===== config.mk =====
export PLATFORM = sky130hd
export DESIGN_NAME = pkt_capt
export DESIGN_NICKNAME = d
export VERILOG_FILES = /design/src/rtl/pkt_capt.sv
export SDC_FILE = /design/constraint.sdc
export NUM_CORES = 1
export LEC_CHECK = 0
export CORE_MARGIN = 5
export CORE_UTILIZATION = 35
export DETAILED_ROUTE_END_ITERATION = 8
export DONT_BUFFER_PORTS = 1
export HOLD_SLACK_MARGIN = 0.02
export MAX_ROUTING_LAYER = met4
export PLACE_DENSITY = 0.54
export SLEW_MARGIN = 20
export SYNTH_ARGS = -nofsm -noshare
export SYNTH_HDL_FRONTEND = slang
export SYNTH_SLANG_ARGS = --single-unit

===== constraint.sdc =====
create_clock -name clk -period 11.14 [get_ports clk]
set_input_delay 1.114 -clock clk [delete_from_list [all_inputs] [get_ports clk]]
set_output_delay 1.114 -clock clk [all_outputs]
set_load 0.005 [all_outputs]

===== src/rtl/pkt_capt.sv =====
// pkt_capt: admits one Avalon-ST packet at a time into the packet FIFO and starts wr_ctrl.
// Define PKT_CAPT_SNAPLEN_EN to truncate captures at SNAPLEN bytes instead of MAX_PKT_BYTES.
module pkt_capt #(
   parameter int MAX_PKT_BYTES = 2048,
   parameter int SNAPLEN       = 96
) (
   input  logic        clk,
   input  logic        reset,
   input  logic        enable,
   input  logic [31:0] st_data,
   input  logic        st_valid,
   input  logic        st_sop,
   input  logic        st_eop,
   input  logic [1:0]  st_empty,
   output logic        st_ready,
   output logic [31:0] fifo_data,
   output logic        fifo_wrreq,
   input  logic [8:0]  usedw,
   output logic        wr_ctrl,
   output logic [31:0] pkt_begin,
   output logic [31:0] pkt_end,
   input  logic        wr_ctrl_rdy,
   input  logic [31:0] seconds,
   input  logic [31:0] nanoseconds,
   output logic [31:0] ts_sec,
   output logic [31:0] ts_nsec,
   output logic [31:0] pkt_count,
   output logic [31:0] drop_count,
   output logic [31:0] trunc_count
);

`ifdef PKT_CAPT_SNAPLEN_EN
   localparam bit SNAP_ON = 1'b1;
`else
   localparam bit SNAP_ON = 1'b0;
`endif
   localparam int          LIMIT = SNAP_ON ? SNAPLEN : MAX_PKT_BYTES;
   localparam logic [31:0] LIM   = 32'(LIMIT);

   typedef enum logic [2:0] {
      IDLE,
      CAPT,
      DISCARD,
      ISSUE,
      WAIT_BUSY,
      WAIT_DONE
   } state_t;

   state_t      state, state_n;
   logic [31:0] byte_cnt, byte_cnt_n;
   logic        pend, pend_n;
   logic        disc, disc_n;
   logic [2:0]  wb_cnt, wb_cnt_n;
   logic        wr_en, admit, drop, trunc, issue;

   // One input register stage decouples the MAC timing from the FSM.
   logic        in_valid, in_sop, in_eop, in_en;
   logic [1:0]  in_empty;
   logic [31:0] in_data, in_sec, in_nsec;
   logic        sop_beat;

   assign sop_beat  = in_valid && in_sop;
   assign pkt_begin = '0;

   always_comb begin
      state_n    = state;
      byte_cnt_n = byte_cnt;
      pend_n     = pend;
      disc_n     = disc;
      wb_cnt_n   = wb_cnt;
      wr_en      = 1'b0;
      admit      = 1'b0;
      drop       = 1'b0;
      trunc      = 1'b0;
      issue      = 1'b0;
      unique case (state)
         IDLE: begin
            if (sop_beat) begin
               pend_n = 1'b0;
               if (in_en && wr_ctrl_rdy && usedw == '0) begin
                  admit = 1'b1;
                  wr_en = 1'b1;
                  if (in_eop) begin
                     byte_cnt_n = 32'd4 - 32'(in_empty);
                     state_n    = ISSUE;
                  end else if (32'd4 >= LIM) begin
                     byte_cnt_n = LIM;
                     trunc      = 1'b1;
                     pend_n     = 1'b1;
                     state_n    = DISCARD;
                  end else begin
                     byte_cnt_n = 32'd4;
                     state_n    = CAPT;
                  end
               end else begin
                  drop = 1'b1;
                  if (!in_eop) state_n = DISCARD;
               end
            end
         end
         CAPT: begin
            if (sop_beat) begin
               // Missing EOP: commit what we have and drop the newcomer.
               drop = 1'b1;
               if (in_eop) begin
                  state_n = ISSUE;
               end else begin
                  pend_n  = 1'b1;
                  state_n = DISCARD;
               end
            end else if (in_valid) begin
               wr_en = 1'b1;
               if (in_eop) begin
                  byte_cnt_n = byte_cnt + 32'd4 - 32'(in_empty);
                  state_n    = ISSUE;
               end else if (byte_cnt + 32'd4 >= LIM) begin
                  byte_cnt_n = LIM;
                  trunc      = 1'b1;
                  pend_n     = 1'b1;
                  state_n    = DISCARD;
               end else begin
                  byte_cnt_n = byte_cnt + 32'd4;
               end
            end
         end
         DISCARD: begin
            if (in_valid && in_eop) state_n = pend ? ISSUE : IDLE;
         end
         ISSUE: begin
            issue    = 1'b1;
            wb_cnt_n = '0;
            state_n  = WAIT_BUSY;
         end
         WAIT_BUSY: begin
            if (!wr_ctrl_rdy || wb_cnt == 3'd3) state_n = WAIT_DONE;
            else wb_cnt_n = wb_cnt + 3'd1;
         end
         WAIT_DONE: begin
            if (wr_ctrl_rdy && usedw == '0) state_n = IDLE;
         end
         default: state_n = IDLE;
      endcase
      if (in_valid && in_eop) disc_n = 1'b0;
      if (sop_beat && (state == ISSUE || state == WAIT_BUSY || state == WAIT_DONE)) begin
         drop   = 1'b1;
         disc_n = !in_eop;
      end
   end

   always_ff @(posedge clk or posedge reset) begin
      if (reset) begin
         st_ready    <= 1'b0;
         in_valid    <= 1'b0;
         in_sop      <= 1'b0;
         in_eop      <= 1'b0;
         in_en       <= 1'b0;
         in_empty    <= '0;
         in_data     <= '0;
         in_sec      <= '0;
         in_nsec     <= '0;
         state       <= IDLE;
         byte_cnt    <= '0;
         pend        <= 1'b0;
         disc        <= 1'b0;
         wb_cnt      <= '0;
         fifo_wrreq  <= 1'b0;
         fifo_data   <= '0;
         wr_ctrl     <= 1'b0;
         pkt_end     <= '0;
         ts_sec      <= '0;
         ts_nsec     <= '0;
         pkt_count   <= '0;
         drop_count  <= '0;
         trunc_count <= '0;
      end else begin
         st_ready   <= 1'b1;
         in_valid   <= st_valid && st_ready;
         in_sop     <= st_sop;
         in_eop     <= st_eop;
         in_en      <= enable;
         in_empty   <= st_empty;
         in_data    <= st_data;
         in_sec     <= seconds;
         in_nsec    <= nanoseconds;
         state      <= state_n;
         byte_cnt   <= byte_cnt_n;
         pend       <= pend_n;
         disc       <= disc_n;
         wb_cnt     <= wb_cnt_n;
         fifo_wrreq <= wr_en;
         wr_ctrl    <= issue;
         if (wr_en) fifo_data <= in_data;
         if (admit) begin
            ts_sec  <= in_sec;
            ts_nsec <= in_nsec;
         end
         if (issue) begin
            pkt_end   <= byte_cnt;
            pkt_count <= pkt_count + 32'd1;
         end
         if (drop) drop_count <= drop_count + 32'd1;
         if (trunc) trunc_count <= trunc_count + 32'd1;
      end
   end

endmodule


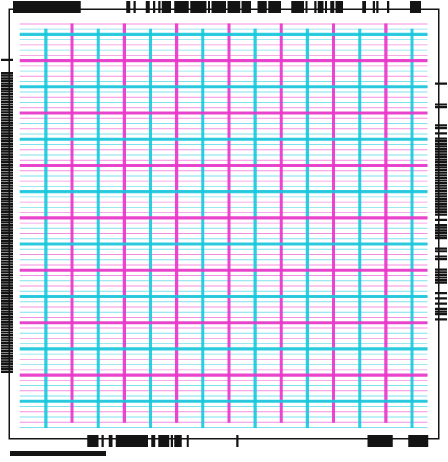
*Supply network, run 1*
The bar under the picture is 50 um long. Pins as bars on the die edge.
VDD: marked magenta. VSS: marked cyan.
15 straps on met4. 373 signal pins sit on the boundary. 15 straps on met5. The core has 77 rows.

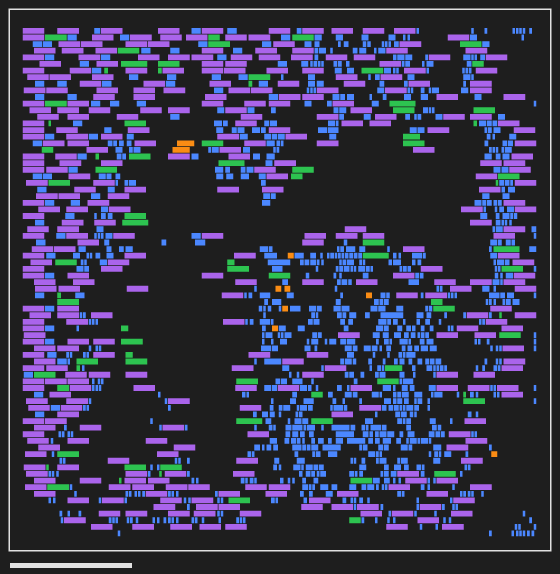
*Placement by cell class, run 1*
The bar under the picture is 50 um long.
remaining buffers and delay cells: marked orange, cells 9, share of their area 0.55%. clock drivers and dummy loads: marked green, cells 77, share of their area 9.0%. combinational and other logic: marked blue, cells 987, share of their area 36%. sequential cells: marked purple, cells 368, share of their area 54%.

==> run_results.csv, run 1 <==
group,metric,value,unit
clocking,postCtsResizedCells,0,
floorplan,rows,77,
worst_setup_path,startpoint,"byte_cnt[2]",
logic_synthesis,syn_inst,1425,
global_routing,grt_max_degree,171,
logic_synthesis,yosysWarnings,0,
status,status,"completed",
clocking,cts_buffers,43,
route,drtPass1Iterations,5,
global_routing,grt_pass1_vias,10297,
worst_setup_path,critPathSlowestCell,"a311oi_4",
final_timing,report.final.slew_viol_count,0,
worst_setup_path,cp_top_family,"simple AND/OR/NAND/NOR gates",
layout,nets,1534,
clocking,clockRootBuffer,"clkbuf_16",
clocking,cts_buffer_depth,3,
logic_synthesis,ys_seq_elements,368,
global_routing,grt_usage,0.1658,
final_timing,slew_headroom,0.3405,
logic_synthesis,synth_top_area_share,0.5849,
worst_setup_path,cp.buffers_inverters,0,
min_path,min_from,"in_data[8]",
placed_design,gp_congestion,0.8855,
layout,syn_to_final_growth,12.44,%
logic_synthesis,ys_async_sr_fraction,1.000,
worst_setup_path,reg2reg_slack,7270,ps
floorplan,initial_core_util,0.3553,
logic_synthesis,synth_cell_types,80,
floorplan,ios,373,
worst_setup_path,reg2reg_to,"trunc_count[7]",
logic_synthesis,syn_area,0.01575,sq mm
final_timing,fin_crit,3874,ps
worst_setup_path,r2r-start,"byte_cnt[2]",
worst_setup_path,path_cells,"ha_1, and4_1, nand3_2, nor3b_1, or3_1, and4_1, a311oi_4, nand4_1, xnor2_1",
clocking,tritoncts,"built",
route,dr_total_vias,10375,
final_timing,fmax,0.2582,GHz
clocking,cts.sinks,368,
worst_setup_path,arrival,4320,ps
global_routing,antenna_found_initial,8,
pwr,ir_drop,0.0001316,V
logic_synthesis,top_area_cell,"dfrtp_1",
clocking,hold_buffers,0,
floorplan,die_h,222.1,um
logic_synthesis,yosys-top-cells-area,"dfrtp_1, nand2_1, xnor2_1",
logic_synthesis,ys_seq_share,0.5849,
worst_setup_path,cp.depth,9,
route,drtIter0Drc,680,
min_path,whs_endpoint,"fifo_data[8]",
final_timing,worst_slew_pin_slew,989.2,ps
global_routing,grt_overflow,0,
layout,drive_above_1_share,0.1312,
route,via_per_inst,5.083,
final_timing,hold_viol,0,
worst_setup_path,startpoint_type,"flop",
logic_synthesis,syn_avg_cell_area,11.05,sq um
worst_setup_path,worst_setup_path_end_kind,"flop",
final_timing,rsz0062_at_grt,"false",
route,finalWirelength,40580,um
worst_setup_path,crit_required,11580,ps
worst_setup_path,cp_max_fo,16,
final_timing,fin_worst_skew,31.62,ps
floorplan,core,0.04432,sq mm
pwr,total_power,0.003925,W
logic_synthesis,ys_cells,1425,
worst_setup_path,critPathKind,"flop to flop",
final_timing,fin_tns_setup,0,ps
clocking,clock.latency.late_pin,580,ps
pwr,p_per_area,221.7,mW/mm^2
route,wl_per_cell,19.88,um
clocking,post_cts_buffers,0,
worst_setup_path,endpoint,"trunc_count[7]",
worst_setup_path,max_stage_delay,950,ps
final_timing,fin_crit_sh,0.3477,
logic_synthesis,ff_type,"dfrtp_1",
run,warnings,33,
run,maxCapViolCount,0,
floorplan,dieArea,0.04933,sq mm
placed_design,place_hpwl,28320,um
final_timing,setup_viol_count_final,0,
global_routing,grt_pass1_wl,63420,um
clocking,cts.clk_slew.worst_paths,60,ps
pwr,leakage,8.067,nW
floorplan,die_x,222.1,um
logic_synthesis,synth_chip_area,0.01575,sq mm
logic_synthesis,edf_count,0,
route,antenna_left,0,
route,drc,0,
min_path,hold_class,"flop to flop",
worst_setup_path,path_common_cell,"and4_1",
min_path,hold_depth,2,
placed_design,port-buffer-count,0,
worst_setup_path,reg2reg_depth,9,
clocking,h-tree-depth,2,
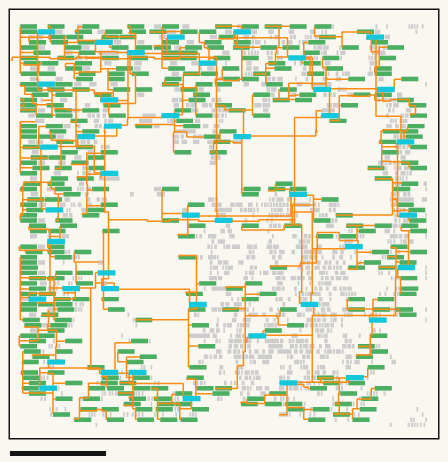
*Clock wires, drivers and flops, run 1*
The bar under the picture is 50 um long.
flip-flops: marked green, count 368. clock wires: marked orange, length 5100 um. clock drivers: marked cyan, count 43.
There are 44 routed clock nets. Position of the flops: all over the die.

-- run 1: report_power, final --
group / leakage, nW / internal [W] / switching (W)
clock network: 0.754 / 0.000931 / 0.000570
logic: 2.56 / 0.000231 / 0.000385
registers: 4.75 / 0.00153 / 0.000276
-- run 1: kinds of logic (layout without fill, tap and decap cells) --
kind of cell             after synthesis  in the layout  share of synthesized area
AND-OR/OR-AND                        147            147                    0.06612
buffers and inverters                134            119                    0.04410
AND/OR/NAND/NOR                      576            576                     0.1805
XOR/XNOR                             118            118                    0.06564
other                                  2             41                  0.0004770
flip-flops                           368            368                     0.5849
multiplexers                          69             69                    0.04911
adder cells (fa/ha/maj)               11             11                   0.009218
-- run 1: cell usage in the layout, fill, tap and decap left out, types with 8 or more instances in the layout --
master and instances:
nand2_1 266, dfrtp_1 368, a31oi_1 13, nand4_1 49, conb_1 33, diode_2 8, nand3_1 52, or2_2 9
xnor2_1 87, and3_1 20, and2_1 16, mux2_2 66, xor2_1 31, nand3_2 10, a22oi_1 8, clkbuf_8 8
nor3_1 24, and4_1 12, inv_1 31, ha_1 10, nor4_1 13, a21oi_1 21, nor2_1 69, o21ai_0 39
clkbuf_16 43
-- run 1: stage by stage --
step	instances	utilization	instance area (sq um)	hold WS (ps)	setup slack, ps
6_report	2041	0.3995	17700	442.1	7266
5_1_grt	2040	0.3994	17700	453.3	6977
4_1_cts	2033	0.3990	17680	438.7	7275
3_5_place_dp	1956	0.3646	16160	428.5	7045
3_3_place_gp	1956	0.3646	16160	423.7	7173
2_1_floorplan	1456	-	15870	421.4	5088
-- run 1: routing by layer --
layer / global-route usage / wire length [um] / vias to the layer above / part of all wire
met1: 0.2080 / 16590 / 5133 / 0.41
met3: 0.06567 / 4264 / 71 / 0.11
met4: 0.04494 / 820 / 0 / 0.020
li1: - / - / 4799 / -
met2: 0.2515 / 18910 / 372 / 0.47
met5: - / 0 / - / 0
-- run 1: Yosys cell counts (9+ instances only) --
library cell / instances
mux2_2: 66
a31oi_1: 13
nor2_1: 71
nand3_2: 10
inv_1: 32
nor3_1: 24
and3_1: 20
xor2_1: 31
o21ai_0: 39
nand3_1: 52
a21oi_1: 21
nand2_1: 266
nor4_1: 13
nand4_1: 49
xnor2_1: 87
buf_4: 41
ha_1: 10
or2_2: 9
and2_1: 16
clkbuf_1: 42
dfrtp_1: 368
and4_1: 12
buf_2: 12
-- run 1: area by class of cell --
class | count | area [sq um]
clock inverters | 19 | 311.5
inverters | 33 | 127.6
fillers | 4260 | 26610
well taps | 592 | 740.7
repair buffers | 9 | 92.59
flip-flops and latches | 368 | 9209
clock buffers | 58 | 1212
diodes | 8 | 20.02
multi-input cells | 954 | 5989
-- run 1: worst reg2reg max path, cell delays in order (launching register included) --
cell and delay (ps):
dfrtp_1 480, ha_1 290, and4_1 380, nand3_2 250, nor3b_1 230, or3_1 340, and4_1 400, a311oi_4 960
nand4_1 230, xnor2_1 180
==> run 1 -> run 2 <==
PLACE_DENSITY = 0.52   (was 0.54)
clock period = 3.7 ns   (was 11.14 ns; I/O delays follow)
==> run 2 against run 1 <==
  * Setup slack lost 6900 ps
  * Critical endpoint is now byte_cnt[5]
  * Clock skew rose by 4.8 ps
  * Combinational power went up to 3.3 times the previous value
  * Sequential share of layout area decreased by 3.1 points
  * Non-clock buffer count up 131
  * Clock power went up to 2.8 times the previous value
  * Die area is the same
  * Cell area up 6.4%
  * Largest cell class unchanged
==> run_results.csv, run 2 <==
group,metric,value,unit
status,status,"completed",
final_timing,worst_slew_pin_slew,747.5,ps
logic_synthesis,synth_chip_area,0.01575,sq mm
logic_synthesis,ff_type,"dfrtp_1",
final_timing,fmax,0.2979,GHz
worst_setup_path,startpoint,"byte_cnt[2]",
floorplan,core,0.04432,sq mm
logic_synthesis,syn_area,0.01575,sq mm
floorplan,dieArea,0.04933,sq mm
global_routing,antenna_found_initial,3,
route,drtPass1Iterations,5,
route,drtIter0Drc,635,
layout,nets,1664,
layout,syn_to_final_growth,19.64,%
worst_setup_path,reg2reg_depth,9,
clocking,tritoncts,"built",
worst_setup_path,critPathSlowestCell,"nor4_2",
worst_setup_path,worst_setup_path_end_kind,"flop",
floorplan,ios,373,
logic_synthesis,synthTopCellsByCount,"dfrtp_1, nand2_1, xnor2_1, nor2_1, mux2_2",
global_routing,grt_overflow,0,
worst_setup_path,startpoint_type,"flop",
clocking,clockRootBuffer,"clkbuf_16",
global_routing,grt_usage,0.1723,
logic_synthesis,synth_top_area_share,0.5849,
final_timing,setup_slack,343.5,ps
clocking,cts_buffers,42,
logic_synthesis,ys_cells,1425,
worst_setup_path,reg2reg_to,"byte_cnt[5]",
route,via_per_inst,4.966,
route,antenna_left,0,
final_timing,report.final.slew_viol_count,0,
logic_synthesis,ys_seq_elements,368,
worst_setup_path,reg2reg_slack,340,ps
floorplan,rows,77,
worst_setup_path,endpoint,"byte_cnt[5]",
pwr,p_per_area,614.3,mW/mm^2
worst_setup_path,max_stage_delay,530,ps
route,wl_per_cell,19.53,um
clocking,post_cts_buffers,0,
pwr,leakage,8.582,nW
pwr,total_power,0.01157,W
clocking,cts.sinks,368,
logic_synthesis,syn_avg_cell_area,11.05,sq um
layout,fin_cells,2165,
clocking,cts.clk_slew.worst_paths,60,ps
min_path,hold_class,"primary input to flop",
final_timing,rsz0062_at_grt,"false",
clocking,cts_buffer_depth,3,
clocking,hold_buffers,103,
layout,drive_above_1_share,0.1363,
pwr,ir_drop,0.0004212,V
logic_synthesis,edf_count,0,
placed_design,gp_congestion,0.8993,
layout,lay_top_count,"dfrtp_1",
clocking,h-tree-depth,2,
route,drc,0,
placed_design,place_hpwl,29580,um
final_timing,hold_viol,0,
logic_synthesis,ys_async_sr_fraction,1.000,
final_timing,setup_viol_count_final,0,
clocking,clock.latency.late_pin,580,ps
route,wl_met2,19650,um
floorplan,initial_core_util,0.3553,
worst_setup_path,crit_required,4190,ps
placed_design,post-place-ws,393.6,ps
logic_synthesis,yosysWarnings,0,
run,maxCapViolCount,0,
worst_setup_path,path_cells,"ha_1, nand4_1, nor4_2, and4_1, a2bb2oi_4, a31oi_2, buf_4, or4_1, o21ai_0",
worst_setup_path,r2r-start,"byte_cnt[2]",
route,wl_met1,17620,um
worst_setup_path,arrival,3850,ps
floorplan,die_x,222.1,um
route,finalWirelength,42280,um
route,top_layer,"met4",
global_routing,grt_pass1_vias,10982,
logic_synthesis,top_cell,"dfrtp_1",
route,route.met3.wl,3960,um
logic_synthesis,yosys-top-cells-area,"dfrtp_1, nand2_1, xnor2_1",
layout,lay_top_cells,"dfrtp_1, nand2_1, dlygate4sd3_1, xnor2_1, nor2_1",
logic_synthesis,synth_cell_types,80,
final_timing,fin_crit_sh,0.9072,
logic_synthesis,ys_seq_share,0.5849,
worst_setup_path,critPathKind,"flop to flop",
logic_synthesis,top_area_cell,"dfrtp_1",
final_timing,fin_crit,3356,ps
clocking,postCtsResizedCells,0,
floorplan,die_h,222.1,um
logic_synthesis,syn_inst,1425,
final_timing,slew_headroom,0.5017,
placed_design,port-buffer-count,0,
run,warnings,30,
worst_setup_path,cp_max_fo,9,
global_routing,grt_max_degree,108,
placed_design,place_inst,1984,
route,dr_total_vias,10752,
global_routing,grt_pass1_wl,66250,um
==> run 2: cell types whose count changed in the layout (fill, tap and decap cells not counted), sizes merged <==
| cell | before | now |
|---|---|---|
| dlygate4sd3 | 0 | 103 |
| buf | 9 | 37 |
| bufinv | 7 | 2 |
| clkinv | 10 | 15 |
| diode | 8 | 3 |
| inv | 34 | 31 |
| clkinvlp | 1 | 3 |
| clkbuf | 58 | 57 |
==> run 2: area by class of cell <==
| cell class | instances | area (sq um) |
|---|---|---|
| antenna | 3 | 7.507 |
| clock buffer | 57 | 1187 |
| clock inverter | 18 | 210.2 |
| fill | 4189 | 25480 |
| inverter | 33 | 127.6 |
| multi-input combinational | 954 | 5984 |
| sequential | 368 | 9209 |
| tap | 592 | 740.7 |
| timing repair buffer | 140 | 1371 |
==> run 2: logic make-up (layout without fill, tap and decap cells) <==
kind of cell    after synthesis  count (layout)  synth area share
xor+xnor                    118             118           0.06564
other cells                   2              36         0.0004770
mux                          69              69           0.04911
compound gates              147             147           0.06612
flops                       368             368            0.5849
buf+inv                     134             248           0.04410
fa+ha+maj                    11              11          0.009218
simple gates                576             576            0.1805
==> run 2: per-layer routing <==
metal  up-vias  global-route usage
li1       5066                   -
met1      5264              0.2150
met2       347              0.2624
met3        75             0.06580
met4         0             0.05150
met5         -                   -
==> run 2: where the power goes <==
part	internal [W]	switching, W
clock	0.00241	0.00172
combinational	0.000796	0.00123
sequential	0.00461	0.000804
total	0.00782	0.00375
==> run 2: stage by stage <==
step	instance area [sq um]	utilization	hold slack, ps	setup TNS (ps)
2_1_floorplan	15870	-	401.4	-591810
3_3_place_gp	16400	0.3701	239.8	0
3_5_place_dp	16400	0.3701	238.6	0
4_1_cts	18830	0.4249	125.8	0
5_1_grt	18840	0.4251	170.3	0
6_report	18840	0.4251	165.5	0
==> run 2: worst min path at each step <==
stage / start / endpoint / slack (ps) / depth (start not counted)
detailed placement: reset / in_data[0] / 240 / 1
global route: wr_ctrl_rdy / wb_cnt[2] / 170 / 2
CTS: wr_ctrl_rdy / state[2] / 130 / 3
finish: wr_ctrl_rdy / state[2] / 170 / 3
floorplan: st_data[0] / in_data[0] / 400 / 0
global placement: reset / in_data[0] / 240 / 1
==> run 2: worst max-delay path, delay by kind of cell, from the launching register on <==
kind / cells / cell delay (ps)
and+or+nand+nor: 4 / 1690
adders and majority gates: 1 / 290
AOI/OAI and AO/OA: 3 / 630
buffers and inverters: 1 / 200
DFF: 1 / 470
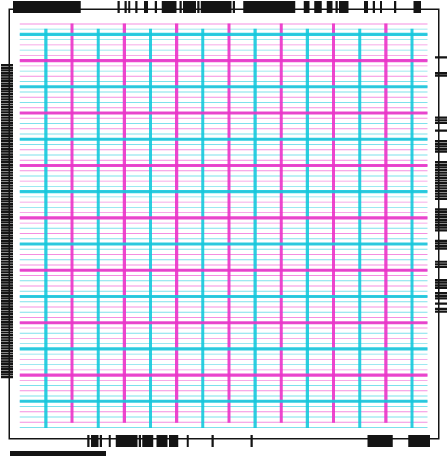
*Supply network, run 2*
The bar under the picture is 50 um long. Pins as bars on the die edge.
VDD: marked magenta. VSS: marked cyan.
78 met1 rails follow the rows. 15 straps on met4.

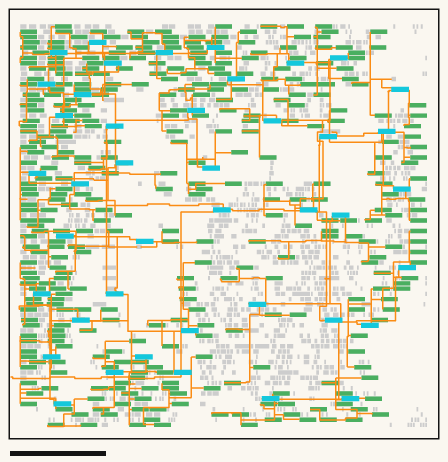
*Clock wires, drivers and flops, run 2*
The bar under the picture is 50 um long.
Clock group: 0.00413 W
Worst Skew: 36.37 ps
Clock power frac: 0.357

==> run 2 -> run 3 <==
CTS_BUF_LIST = sky130_fd_sc_hd__clkbuf_16   (was default)
GPL_TIMING_DRIVEN = 1   (was default)
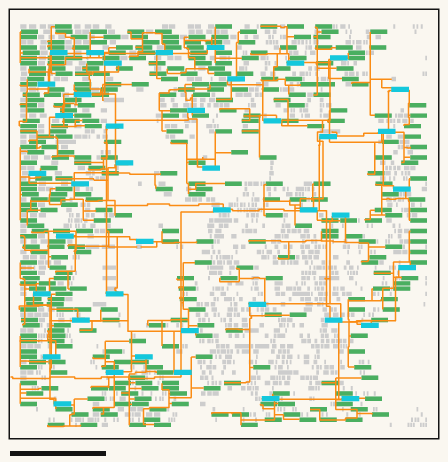
*Clock wires, drivers and flops, run 3*
The bar under the picture is 50 um long.
flip-flops: marked green, count 368. clock drivers: marked cyan, count 42. clock wires: marked orange, length 5160 um.
Position of the flops: all over the die. There are 43 routed clock nets.

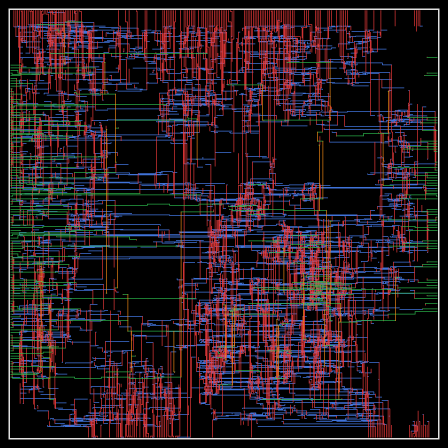
*Signal wires by layer, run 3*
metal 2: marked red, wire length 19700 um. metal 3: marked green, wire length 3990 um. metal 4: marked orange, wire length 1020 um. metal 1: marked blue, wire length 17500 um.

==> run 3 against run 2 <==
  * Hold slack hardly changed
  * Setup slack gained 2.9 ps
  * Maximum frequency about the same
  * Clock power is 5% lower
  * Power is 1.6% lower
  * Synthesized area stayed put
  * Combinational power about the same
  * Critical path type unchanged
==> run_results.csv, run 3 <==
group,metric,value,unit
route,drtIter0Drc,613,
route,via_per_inst,4.968,
global_routing,grt_pass1_wl,66150,um
placed_design,post-place-ws,393.6,ps
worst_setup_path,crit_required,4190,ps
final_timing,fmax,0.2982,GHz
layout,drive_above_1_share,0.1312,
global_routing,grt_max_degree,108,
route,route.met3.wl,3985,um
final_timing,fin_tns_setup,0,ps
logic_synthesis,synth_top_area_share,0.5849,
logic_synthesis,top_area_cell,"dfrtp_1",
floorplan,core,0.04432,sq mm
floorplan,die_x,222.1,um
logic_synthesis,ys_cells,1425,
final_timing,worst_slew_pin_slew,764.7,ps
status,status,"completed",
floorplan,ios,373,
logic_synthesis,syn_area,0.01575,sq mm
run,maxCapViolCount,0,
logic_synthesis,ys_seq_share,0.5849,
layout,syn_to_final_growth,19.14,%
floorplan,dieArea,0.04933,sq mm
logic_synthesis,synthTopCellsByCount,"dfrtp_1, nand2_1, xnor2_1, nor2_1, mux2_2",
placed_design,gp_congestion,0.8993,
worst_setup_path,cp_max_fo,9,
placed_design,place_inst,1984,
placed_design,place_hpwl,29580,um
logic_synthesis,ys_seq_elements,368,
worst_setup_path,worst_setup_path_end_kind,"flop",
layout,fin_cells,2165,
route,wl_met1,17510,um
clocking,postCtsResizedCells,0,
run,warnings,30,
layout,lay_top_count,"dfrtp_1",
clocking,clock.latency.late_pin,580,ps
logic_synthesis,top_cell,"dfrtp_1",
route,drc,0,
final_timing,fin_crit_sh,0.9064,
final_timing,fin_worst_skew,35.90,ps
clocking,cts.clk_slew.worst_paths,60,ps
global_routing,grt_pass1_vias,10970,
clocking,h-tree-depth,2,
logic_synthesis,ys_async_sr_fraction,1.000,
route,wl_per_cell,19.49,um
layout,final_area,0.01876,sq mm
pwr,p_per_area,606.7,mW/mm^2
global_routing,antenna_found_initial,3,
worst_setup_path,arrival,3840,ps
final_timing,fin_crit,3354,ps
final_timing,setup_viol_count_final,0,
clocking,tritoncts,"built",
pwr,leakage,8.566,nW
global_routing,grt_usage,0.1721,
layout,lay_top_cells,"dfrtp_1, nand2_1, dlygate4sd3_1, xnor2_1, nor2_1",
min_path,hold_class,"primary input to flop",
logic_synthesis,edf_count,0,
route,wl_met2,19700,um
worst_setup_path,r2r-start,"byte_cnt[2]",
global_routing,grt_overflow,0,
worst_setup_path,startpoint,"byte_cnt[2]",
logic_synthesis,syn_avg_cell_area,11.05,sq um
worst_setup_path,critPathKind,"flop to flop",
clocking,cts.sinks,368,
route,drtPass1Iterations,5,
pwr,total_power,0.01138,W
final_timing,rsz0062_at_grt,"false",
clocking,cts_buffer_depth,3,
floorplan,rows,77,
route,dr_total_vias,10756,
pwr,ir_drop,0.0003716,V
final_timing,setup_slack,346.4,ps
placed_design,placed_cell_area,0.01640,sq mm
route,finalWirelength,42200,um
min_path,min_from,"wr_ctrl_rdy",
route,top_layer,"met4",
floorplan,initial_core_util,0.3553,
clocking,cts_buffers,42,
layout,nets,1664,
logic_synthesis,yosysWarnings,0,
final_timing,hold_viol,0,
logic_synthesis,ff_type,"dfrtp_1",
logic_synthesis,synth_cell_types,80,
logic_synthesis,synth_chip_area,0.01575,sq mm
final_timing,slew_headroom,0.4830,
min_path,hold_depth,3,
logic_synthesis,syn_inst,1425,
final_timing,report.final.slew_viol_count,0,
route,antenna_left,0,
placed_design,port-buffer-count,0,
worst_setup_path,startpoint_type,"flop",
worst_setup_path,reg2reg_depth,9,
floorplan,die_h,222.1,um
logic_synthesis,yosys-top-cells-area,"dfrtp_1, nand2_1, xnor2_1",
clocking,clockRootBuffer,"clkbuf_16",
run 3: layer usage:
layer / track usage / vias up
li1: - / 5067
met1: 0.2149 / 5264
met2: 0.2625 / 352
met3: 0.06527 / 73
met4: 0.05051 / 0
met5: - / -
run 3: cell type report:
cell class | instances | area [sq um]
Tap cell | 592 | 740.7
Fill cell | 4197 | 25560
Timing Repair Buffer | 140 | 1371
Multi-Input combinational cell | 954 | 5984
Clock inverter | 33 | 266.5
Antenna cell | 3 | 7.507
Clock buffer | 42 | 1051
Sequential cell | 368 | 9209
Inverter | 33 | 127.6
run 3: final timing paths:
kind,endpoint,slack (ps)
max in group asynchronous,pkt_end[21],2550
setup / recovery,byte_cnt[5],350
hold / removal,state[2],170
hold reg to reg,fifo_data[26],440
min in group asynchronous,fifo_data[4],270
setup reg to reg,byte_cnt[5],350
run 3: kinds of logic after synthesis:
group	count (synthesis)	synth area share
AND/OR/NAND/NOR	576	0.1805
AND-OR/OR-AND	147	0.06612
adder cells (fa/ha/maj)	11	0.009218
flip-flops	368	0.5849
multiplexers	69	0.04911
buffers and inverters	134	0.04410
XOR/XNOR	118	0.06564
other	2	0.0004770
run 3: critical path: stages, from the launching register on:
cell,delay (ps)
dfrtp_1,470
ha_1,280
nand4_1,380
nor4_2,530
and4_1,310
a2bb2oi_4,340
a31oi_2,210
buf_4,200
or4_1,470
o21ai_0,80
run 3: where the power goes:
group,switching [W],total (W),internal (W)
Clock,0.00171,0.00394,0.00223
Sequential,0.000802,0.00542,0.00461
Combinational,0.00123,0.00202,0.000796
Total,0.00374,0.0114,0.00764
run 3: repair_timing:
item	4_1_cts	5_1_grt
hold buffers	103	0
hold endpoints to repair	153	0
buffers inserted	0	0
run 3: metrics by stage:
stage               utilization  hold WS (ps)
finish                   0.4233         165.0
global route             0.4233         170.3
CTS                      0.4231         125.8
detailed placement       0.3701         238.6
global placement         0.3701         239.8
floorplan                     -         401.4
Power and IR drop assume default switching activity.
